Figure 1. Routing congestion map (run 1).
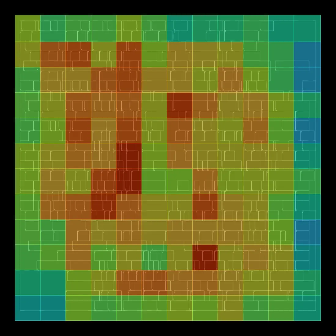
Figure 2. Cell sizes after repair (run 1).
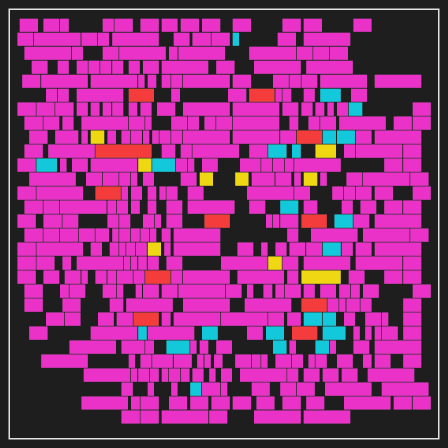
Figure 3. Placed cells, one color a class (run 1).
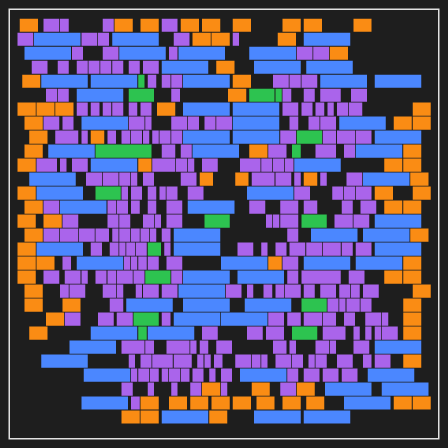
`config.mk`:
```
export PLATFORM = sky130hd
export DESIGN_NAME = pipeline_stall_ctrl
export DESIGN_NICKNAME = d
export VERILOG_FILES = /design/src/rtl/pipe_ctrl_pkg.sv /design/src/rtl/pipeline_stall_ctrl_sat_counter.sv /design/src/rtl/pipeline_stall_ctrl.sv
export SDC_FILE = /design/constraint.sdc
export NUM_CORES = 1
export LEC_CHECK = 0
export CAP_MARGIN = 20
export CORE_UTILIZATION = 55
export CTS_CLUSTER_SIZE = 20
export DETAILED_ROUTE_END_ITERATION = 8
export MAX_ROUTING_LAYER = met4
export PLACE_DENSITY = 0.85
export SYNTH_ARGS = -nofsm -noshare
export SYNTH_HDL_FRONTEND = slang
export SYNTH_SLANG_ARGS = --single-unit
export TNS_END_PERCENT = 50
```
`constraint.sdc`:
```
create_clock -name clk_i -period 3.55 [get_ports clk_i]
set_input_delay 0.5325 -clock clk_i [delete_from_list [all_inputs] [get_ports clk_i]]
set_output_delay 0.5325 -clock clk_i [all_outputs]
set_load 0.02 [all_outputs]
```
`src/rtl/pipe_ctrl_pkg.sv`:
```
// Shared definitions for the pipeline stall/flush sequencer.
//   state_t      : sequencer states (RUN, MEM_WAIT)
//   ctrl_t       : per-stage write-enable / flush / bubble control bundle
//   CTRL_NORMAL  : all stages advance, no flush, no bubble
//   CTRL_FREEZE  : hold every stage, inject a bubble into MEM/WB
//   CNT_W_DEF    : default performance-counter width
package pipe_ctrl_pkg;

    typedef enum logic {
        RUN      = 1'b0,
        MEM_WAIT = 1'b1
    } state_t;

    typedef struct packed {
        logic pc_write;
        logic if_id_write;
        logic if_id_flush;
        logic id_ex_write;
        logic id_ex_bubble;
        logic ex_mem_write;
        logic mem_wb_bubble;
    } ctrl_t;

    localparam ctrl_t CTRL_NORMAL = '{
        pc_write:      1'b1,
        if_id_write:   1'b1,
        if_id_flush:   1'b0,
        id_ex_write:   1'b1,
        id_ex_bubble:  1'b0,
        ex_mem_write:  1'b1,
        mem_wb_bubble: 1'b0
    };

    localparam ctrl_t CTRL_FREEZE = '{
        pc_write:      1'b0,
        if_id_write:   1'b0,
        if_id_flush:   1'b0,
        id_ex_write:   1'b0,
        id_ex_bubble:  1'b0,
        ex_mem_write:  1'b0,
        mem_wb_bubble: 1'b1
    };

    localparam int unsigned CNT_W_DEF = 32;

endpackage

```
`src/rtl/pipeline_stall_ctrl_sat_counter.sv`:
```
// Saturating up-counter used for the stall and flush performance counters.
//   clk_i : clock
//   rst_i : asynchronous active-high reset, clears the count
//   inc_i : increment request for this cycle
//   cnt_o : current count, sticks at all ones
module sat_counter #(
    parameter int unsigned W = 32
) (
    input  logic         clk_i,
    input  logic         rst_i,
    input  logic         inc_i,
    output logic [W-1:0] cnt_o
);

    always_ff @(posedge clk_i or posedge rst_i) begin
        if (rst_i) begin
            cnt_o <= '0;
        end else if (inc_i && (cnt_o != '1)) begin
            cnt_o <= cnt_o + W'(1);
        end
    end

endmodule

```
`src/rtl/pipeline_stall_ctrl.sv`:
```
// Central stall/flush sequencer for the 5-stage MIPS pipeline.
// Merges load-use, taken-branch and multi-cycle data-memory requests into
// per-stage controls, sequences fixed-latency memory waits and keeps
// saturating stall/flush performance counters.
//   clk_i, rst_i                 : clock, asynchronous active-high reset
//   load_use_i                   : load-use hazard detected in ID
//   branch_taken_i               : branch/jump in ID resolved taken
//   dmem_req_i                   : instruction in MEM accesses data memory
//   pc_write_o .. mem_wb_bubble_o: per-stage controls (combinational)
//   mem_busy_o                   : high while in MEM_WAIT
//   stall_cnt_o / flush_cnt_o    : saturating performance counters
module pipeline_stall_ctrl
    import pipe_ctrl_pkg::*;
#(
    parameter int unsigned MEM_LAT = 3,
    parameter int unsigned CNT_W   = CNT_W_DEF
) (
    input  logic             clk_i,
    input  logic             rst_i,
    input  logic             load_use_i,
    input  logic             branch_taken_i,
    input  logic             dmem_req_i,
    output logic             pc_write_o,
    output logic             if_id_write_o,
    output logic             if_id_flush_o,
    output logic             id_ex_write_o,
    output logic             id_ex_bubble_o,
    output logic             ex_mem_write_o,
    output logic             mem_wb_bubble_o,
    output logic             mem_busy_o,
    output logic [CNT_W-1:0] stall_cnt_o,
    output logic [CNT_W-1:0] flush_cnt_o
);

    // MEM_LAT=1 means memory never stalls; the trigger is then constant 0.
    localparam bit         MEM_STALL = (MEM_LAT > 1);
    localparam logic [3:0] WLOAD     = MEM_STALL ? 4'(MEM_LAT - 2) : 4'd0;

    state_t     state;
    logic [3:0] wcnt;
    ctrl_t      ctrl;
    logic       start_wait;

    always_comb begin
        ctrl       = CTRL_NORMAL;
        start_wait = 1'b0;
        if (state == RUN && dmem_req_i && MEM_STALL) begin
            // Hazard/branch inputs are ignored: the frozen stages re-present them.
            ctrl       = CTRL_FREEZE;
            start_wait = 1'b1;
        end else if (state == MEM_WAIT && wcnt != 4'd0) begin
            ctrl = CTRL_FREEZE;
        end else if (load_use_i) begin
            // Branch flush is suppressed; the branch re-evaluates after the bubble.
            ctrl.pc_write     = 1'b0;
            ctrl.if_id_write  = 1'b0;
            ctrl.id_ex_bubble = 1'b1;
        end else if (branch_taken_i) begin
            ctrl.if_id_flush  = 1'b1;
        end
    end

    // The release cycle (MEM_WAIT, wcnt=0) always returns to RUN, so the
    // access just completed cannot retrigger even with dmem_req_i still high.
    always_ff @(posedge clk_i or posedge rst_i) begin
        if (rst_i) begin
            state <= RUN;
            wcnt  <= '0;
        end else begin
            case (state)
                RUN: begin
                    if (start_wait) begin
                        state <= MEM_WAIT;
                        wcnt  <= WLOAD;
                    end
                end
                MEM_WAIT: begin
                    if (wcnt != 4'd0) begin
                        wcnt <= wcnt - 4'd1;
                    end else begin
                        state <= RUN;
                    end
                end
                default: begin
                    state <= RUN;
                    wcnt  <= '0;
                end
            endcase
        end
    end

    assign pc_write_o      = ctrl.pc_write;
    assign if_id_write_o   = ctrl.if_id_write;
    assign if_id_flush_o   = ctrl.if_id_flush;
    assign id_ex_write_o   = ctrl.id_ex_write;
    assign id_ex_bubble_o  = ctrl.id_ex_bubble;
    assign ex_mem_write_o  = ctrl.ex_mem_write;
    assign mem_wb_bubble_o = ctrl.mem_wb_bubble;
    assign mem_busy_o      = (state == MEM_WAIT);

    sat_counter #(.W(CNT_W)) u_stall_cnt (
        .clk_i (clk_i),
        .rst_i (rst_i),
        .inc_i (~ctrl.pc_write),
        .cnt_o (stall_cnt_o)
    );

    sat_counter #(.W(CNT_W)) u_flush_cnt (
        .clk_i (clk_i),
        .rst_i (rst_i),
        .inc_i (ctrl.if_id_flush),
        .cnt_o (flush_cnt_o)
    );

endmodule

```
==> CHANGELOG.md, run 1 <==
## Implementation

- Status: complete, no violations
- Capture point of the worst reg-to-reg path: u_stall_cnt.cnt_o[28]
- Max-cap violations: 0
- Crit Path Max Fanout: 6
- Placed insts: about 500
- Pre-CTS WS: 0.835 ns
- YS chip area: approximately 3600 µm²
- Largest net degree at the start of global routing: 34
- Clk pwr share: roughly 27%
- Fin. max-slew vios: 0
- Metal-1 WL: approximately 3.4 mm
- Reg-to-reg slack, setup: ~1.2 ns
- R2r startpoint: wcnt[0]
- Type of the worst setup path: flip-flop to primary output
- Tapcell Cnt: between 70 and 80
- Basic Gates by Area: between 20 and 30%
- Comb/total area: between 30% and 40%
- Final ANT Viol Nets: 0
- Yosys aoi share: under 10%
- # DRC: 0
- FP Util: 57.1%
- Layout clock buffer count: 12
- Multi-In Gates: ~250
- Async SR Flop Fraction: 100%
- Worst hold path class: input port to async pin
- Slowest cell on crit path: clkdlybuf4s50_1
- Setup slack after layout: ~0.7 ns
- Post-synth design cell area: about 3600 µm²
- Mux cell area share: 0.931%
- Ports: about 77
- Final clock-cell share: 4.18%
- Unique cell types: 54
- Final WL: 7.92 mm
- N_diodes: 0
- Regs by FF count: u_flush_cnt.cnt_o: 32 flops, u_stall_cnt.cnt_o: 32 flops, wcnt: 4 flops
- Reg2reg path depth: 8
- Clock insertion delay at the later pin of the skew report: 0.34 ns
- Slew of the pin with the lowest slew margin: about 0.55 ns
- Most used logic cell in the final layout: clkdlybuf4s50_1
- Hold slack: about 0.5 ns
- Buffer depth of the longest clock path: 2
- # nets final: approximately 430
- Total clock sinks: between 60 and 70
- Syn Area/Cell: roughly 11 µm²
- Metal2 WL: ~3.9 mm
- Met3 routed WL: about 560 µm
- Area occupied by registers: 1730 µm²
- Most common cell in the netlist: dfrtp_1
- Critical path, cell by cell: inv_1, ha_1, and4bb_2, o21ai_1, clkinv_1, clkdlybuf4s50_1
- CTS tree: built
- DR pass1 iterations: 4
- Filler Cells Inserted: 450
- HPWL Detailed: 5.69 mm
- Cell family with most CP delay: buffers and inverters
- Worst Setup End Kind: primary output
- FF+latch count, synth: slightly below 70
- CTS resizes: 0
- H-tree levels: 3
- Cell Area, Placed: approximately 4400 µm²
- Worst path max stage delay: roughly 0.58 ns
- Power in combinational cells: 0.713 mW
- Number of logged tool warnings: 26
- Area contributors post-synth: dfrtp_1 48%, xnor2_1 11%, nand4_1 5.7%
- Top power group: registers
- Critical path depth: 6
- Slew HR: between 60% and 70%
- CP endpoint: if_id_flush_o
- Die Size: between 6000 and 7000 µm²
- Gpl congestion: between 0.8 and 0.9
- Clock group total power: between 0.6 and 0.7 mW
- Switch share: 33.7%
- Startpoint types: flip-flop
- Post-CTS Hold Fix Bufs: 0
- Final setup vio count: 0
- Setup crit start: wcnt[0]
- Cell count after synthesis: 344
- Post-Syn Nets: 352
- Internal: around 1.6 mW
- Cell leakage power: between 1.5 and 2 nW
- Die width: approximately 83 µm
- Most numerous logic cells after layout: 76 x clkdlybuf4s50_1, 69 x dfrtp_1, 47 x xnor2_1
- Yosys top cell area share: roughly 48%
- Commonest flop: dfrtp_1
- CTS clock-pin slew for the worst setup and hold paths: roughly 0.07 ns
- Bufs w/o clock: around 82
- Setup Buffers After CTS: 0
- Main logic family after synthesis: simple AND/OR/NAND/NOR gates
- Clock Skews: 0.0104 ns
- Total CTS buffers: 9
- Non-CTS inverters: 12
- Pwr dens: around 510 nW/µm²
- Core ar.: approximately 6300 µm²
- Combinational share of power: between 30% and 40%
- Peak VDD IR: approximately 0.35 mV
- Worst path bufs/invs: 3
- IO Port Bufs: ~76
- Met2 global-route usage: about 40%
- Setup TNS: 0 ns
- Share of cells above drive strength 1: about a tenth
- Initial antenna violation count: 0
- Minimum clock period after layout: around 2.8 ns
- Max layer used: met4
- Required @ worst endpoint: between 3 and 4 ns
- Final non-filler cell total: 506
- Yosys cell count: approximately 340
- Flip-flops: between 60 and 70
- Via density: 5.84
- Logic area: approximately 1700 µm²
- Worst EP arrival: 2.32 ns
- Vias: 2957
Notes on Figure 1 above:
busiest grt layer: met2
GRT Util Overall: 25.3%
post-DR wirelength/cell: 15.7 µm
GRT met3 Usage: 6.26%
grt met1 use: 33.0%

Notes on Figure 2 above:
red -> x6 and larger  # cells 11
cyan -> x2  # cells 22
yellow -> x3 and x4  # cells 9
magenta -> x1 and smaller  # cells 387

Notes on Figure 3 above:
blue -> registers  # cells 69, share of their area 38%
green -> clock drivers and dummy loads  # cells 16, share of their area 4.3%
orange -> remaining buffers and delay cells  # cells 82, share of their area 18%
purple -> remaining logic cells  # cells 262, share of their area 40%
Seq/total area: 37.4%
Design Area, Final: 4610 µm²
utilization after layout: 72.7%
site row count: 29

Figure 4. Register map, names as in the netlist (run 1).
Other sequential cells in the stronger gray, the rest of the logic in the fainter gray.
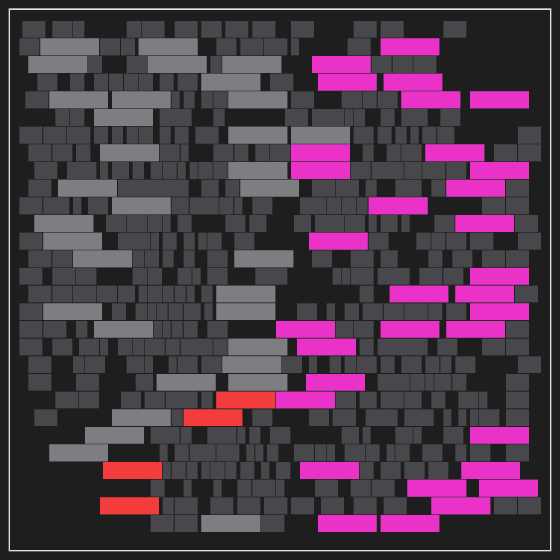

==> run 2: changes to the inputs <==
--- a/config.mk
+++ b/config.mk
@@ -6,11 +6,11 @@
 export NUM_CORES = 1
 export LEC_CHECK = 0
 export CAP_MARGIN = 20
-export CORE_UTILIZATION = 55
+export CORE_UTILIZATION = 46
 export CTS_CLUSTER_SIZE = 20
 export DETAILED_ROUTE_END_ITERATION = 8
 export MAX_ROUTING_LAYER = met4
-export PLACE_DENSITY = 0.85
+export PLACE_DENSITY = 0.76
 export SYNTH_ARGS = -nofsm -noshare
 export SYNTH_HDL_FRONTEND = slang
 export SYNTH_SLANG_ARGS = --single-unit
==> constraint.sdc (replaced) <==
create_clock -name clk_i -period 2.32 [get_ports clk_i]
set_input_delay 0.348 -clock clk_i [delete_from_list [all_inputs] [get_ports clk_i]]
set_output_delay 0.348 -clock clk_i [all_outputs]
set_load 0.02 [all_outputs]
Figure 5. Register map, names as in the netlist (run 2).
Other sequential cells in the stronger gray, the rest of the logic in the fainter gray.
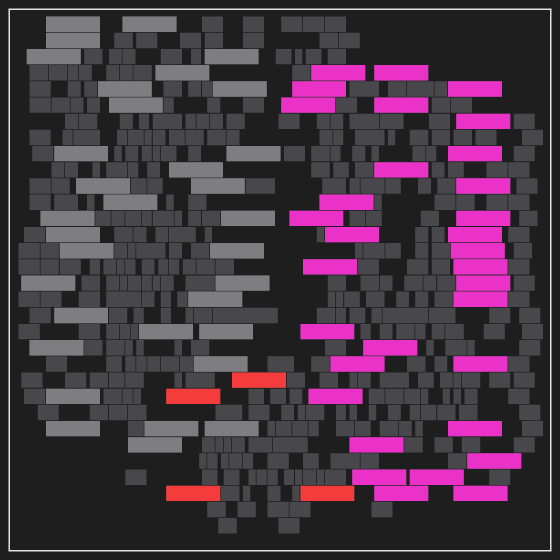
magenta -> `u_stall_cnt.cnt_o`  # placed flops 32
red -> `wcnt`  # placed flops 4, where south
not colored = 33
utilization after layout: 61.8%
area occupied by registers: 1730 µm²
P_seq: 1.51 mW
Seq/total area: 36.3%

Figure 6. Cell density map (run 2).
The die is cut into 9 by 9 equal tiles; black is low, pale yellow is high, 0 to 100% covered.
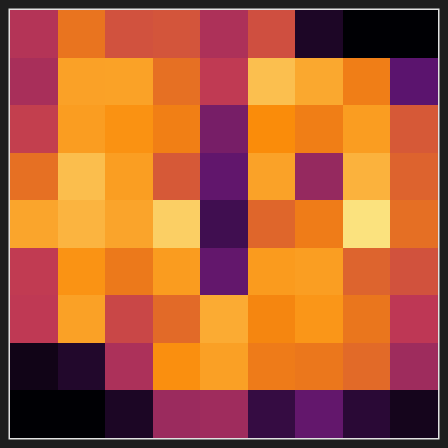
fullest tile = 94%
nearly empty tiles = 4.9%
emptiest ninth of the die = south-west
densest ninth of the die = west
FP Util: 47.2%
Core ar.: 7690 µm²

==> CHANGELOG.md, run 2 <==
## Implementation

- Status: complete, no violations
- Slew HR: 63.8% (+0.78 points)
- Regs by FF count: u_flush_cnt.cnt_o: 32 flops, u_stall_cnt.cnt_o: 32 flops, wcnt: 4 flops
- Clk pwr share: 26.5% (-0.6 points)
- Site row count: 32 (+10%)
- Mux cell area share: 0.931% (unchanged)
- Layout clock buffer count: 12 (unchanged)
- Tapcell Cnt: 102 (+32%)
- Comb/total area: 37.1% (-0.74 points)
- F_max: around 460 MHz
- Cell leakage power: 2.04 nW (+4.3%)
- Die width: 90.8 µm (+9.1%)
- Reg-to-reg slack, setup: 0.15 ns (-1.08 ns)
- Capture point of the worst reg-to-reg path: u_stall_cnt.cnt_o[30]
- EDFF count, synth: 0
- Final non-filler cell total: 544 (+7.5%)
- Worst Setup End Kind: primary output
- Required @ worst endpoint: 1.97 ns (-1.05 ns)
- Global-route wire length before repair: 14.0 mm
- Post-synth design cell area: 3630 µm² (unchanged)
- Slew of the pin with the lowest slew margin: 0.539 ns (-0.0115 ns)
- Pwr dens: 765 nW/µm² (+51%)
- Worst hold path class: input port to async pin
- Share of cells above drive strength 1: 12.9% (+3.1 points)
- FF+latch count, synth: 69 (unchanged)
- Critical path, cell by cell: inv_1, ha_1, and4bb_2, o21ai_4, clkinv_1, clkdlybuf4s15_1
- Clock Skews: 0.00599 ns (-0.00439 ns)
- Fin. max-slew vios: 0 (unchanged)
- GRT met3 Usage: 4.04% (-2.2 points)
- Die H: just over 90 µm
- IO Port Bufs: 76 (unchanged)
- Setup slack after layout: 0.123 ns (-0.578 ns)
- Placed insts: 528 (+7.8%)
- Async SR Flop Fraction: 100% (unchanged)
- Final setup vio count: 0 (unchanged)
- Cell count after synthesis: 344 (unchanged)
- Worst path bufs/invs: 3 (unchanged)
- Most numerous logic cells after layout: 69 x clkdlybuf4s50_1, 69 x dfrtp_1, 47 x xnor2_1
- Non-CTS inverters: 12 (unchanged)
- Crit Path Max Fanout: 4 (-2)
- Final ANT Viol Nets: 0 (unchanged)
- Post-Syn Nets: 352 (unchanged)
- Basic Gates by Area: 28.7% (unchanged)
- H-tree levels: 3 (unchanged)
- Post-DR wirelength/cell: 15.1 µm (-3.9%)
- Clock group total power: 0.963 mW (+52%)
- # nets final: 445 (+3.0%)
- Buffer depth of the longest clock path: 2 (unchanged)
- Yosys cell count: 344 (unchanged)
- Initial antenna violation count: 0 (unchanged)
- Logic area: 1770 µm² (+1.0%)
- Pre-CTS WS: 0.00669 ns (-0.829 ns)
- Grt met1 use: 27.7% (-5.3 points)
- Via density: 5.50 (-5.9%)
- Slowest cell on crit path: dfrtp_1
- Max-cap violations: 0 (unchanged)
- CTS root buf: clkbuf_8
- Power Total: about 3.6 mW
- Ports: 77 (unchanged)
- Internal: 2.41 mW (+56%)
- Final WL: 8.19 mm (+3.4%)
- Total CTS buffers: 9 (unchanged)
- Post-CTS Hold Fix Bufs: 0 (unchanged)
- Yosys warns: 0
- Busiest grt layer: met2
- Design Area, Final: 4750 µm² (+3.0%)
- CTS clock-pin slew for the worst setup and hold paths: 0.07 ns (about the same)
- Metal-1 WL: 3.76 mm (+9.7%)
- Cell family with most CP delay: buffers and inverters
- Critical path depth: 6 (unchanged)
- Switch share: 33.7% (-0.077 points)
- Minimum clock period after layout: around 2.2 ns
- Flop pwr share: 41.4%
- Cell Area, Placed: 4550 µm² (+2.9%)
- Largest net degree at the start of global routing: 37 (+8.8%)
- HPWL Detailed: 5.90 mm (+3.6%)
- Total clock sinks: 69 (unchanged)
- Max layer used: met4
- Met3 routed WL: 423 µm (-24%)
- Final clock-cell share: 4.05% (-0.12 points)
- Multi-In Gates: 250 (unchanged)
- Power in combinational cells: 1.17 mW (+64%)
- Number of logged tool warnings: 26 (unchanged)
- CP endpoint: if_id_flush_o
- R2r startpoint: wcnt[0]
- Die Size: 8240 µm² (+19%)
- CTS tree: built
- Post-synth top area cell: dfrtp_1
- Unique cell types: 54 (unchanged)
- Vias: 2992 (+1.2%)
- Worst path max stage delay: 0.38 ns (-0.20 ns)
- Largest class: multi-input combinational cells
- Syn Area/Cell: 10.5 µm² (unchanged)
- Startpoint types: flip-flop
- Yosys top cell area share: 47.6% (unchanged)
- CTS resizes: 8 (+8)
- # DRC: 0 (unchanged)
- Yosys aoi share: 3.04% (unchanged)
- Post-synth seq share: 47.6%
- Clock insertion delay at the later pin of the skew report: 0.34 ns (about the same)
- N_diodes: 0 (unchanged)
- Gpl congestion: 0.869 (+0.77%)
- Metal2 WL: 3.95 mm (+1.8%)
- Type of the worst setup path: flip-flop to primary output
- Setup TNS: 0 ns (unchanged)
- Worst EP arrival: 1.85 ns (-0.47 ns)
- Area contributors post-synth: dfrtp_1 48%, xnor2_1 11%, nand4_1 5.7%
- Setup crit start: wcnt[0]
- Bufs w/o clock: 95 (+16%)
- Hold slack: 0.414 ns (-0.0788 ns)
- Reg2reg path depth: 8 (unchanged)
- Flip-flops: 69 (unchanged)
- DR pass1 iterations: 4 (unchanged)
- Most common cell in the netlist: dfrtp_1
- Top power group: registers
- Vias in the first global route: between 2000 and 3000
- Peak VDD IR: 0.554 mV (+57%)
- Filler Cells Inserted: 620 (+38%)
- YS chip area: 3630 µm² (unchanged)
- Commonest flop: dfrtp_1
- Main logic family after synthesis: simple AND/OR/NAND/NOR gates
- Combinational share of power: 32.1% (+1.6 points)
- Setup Buffers After CTS: 0 (unchanged)
Figure 7. Routing congestion map (run 2).
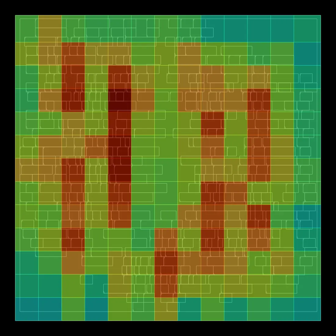
GRT Util Overall: 21.7%
met2 global-route usage: 34.5%

Power is estimated from default activity; no workload was simulated.
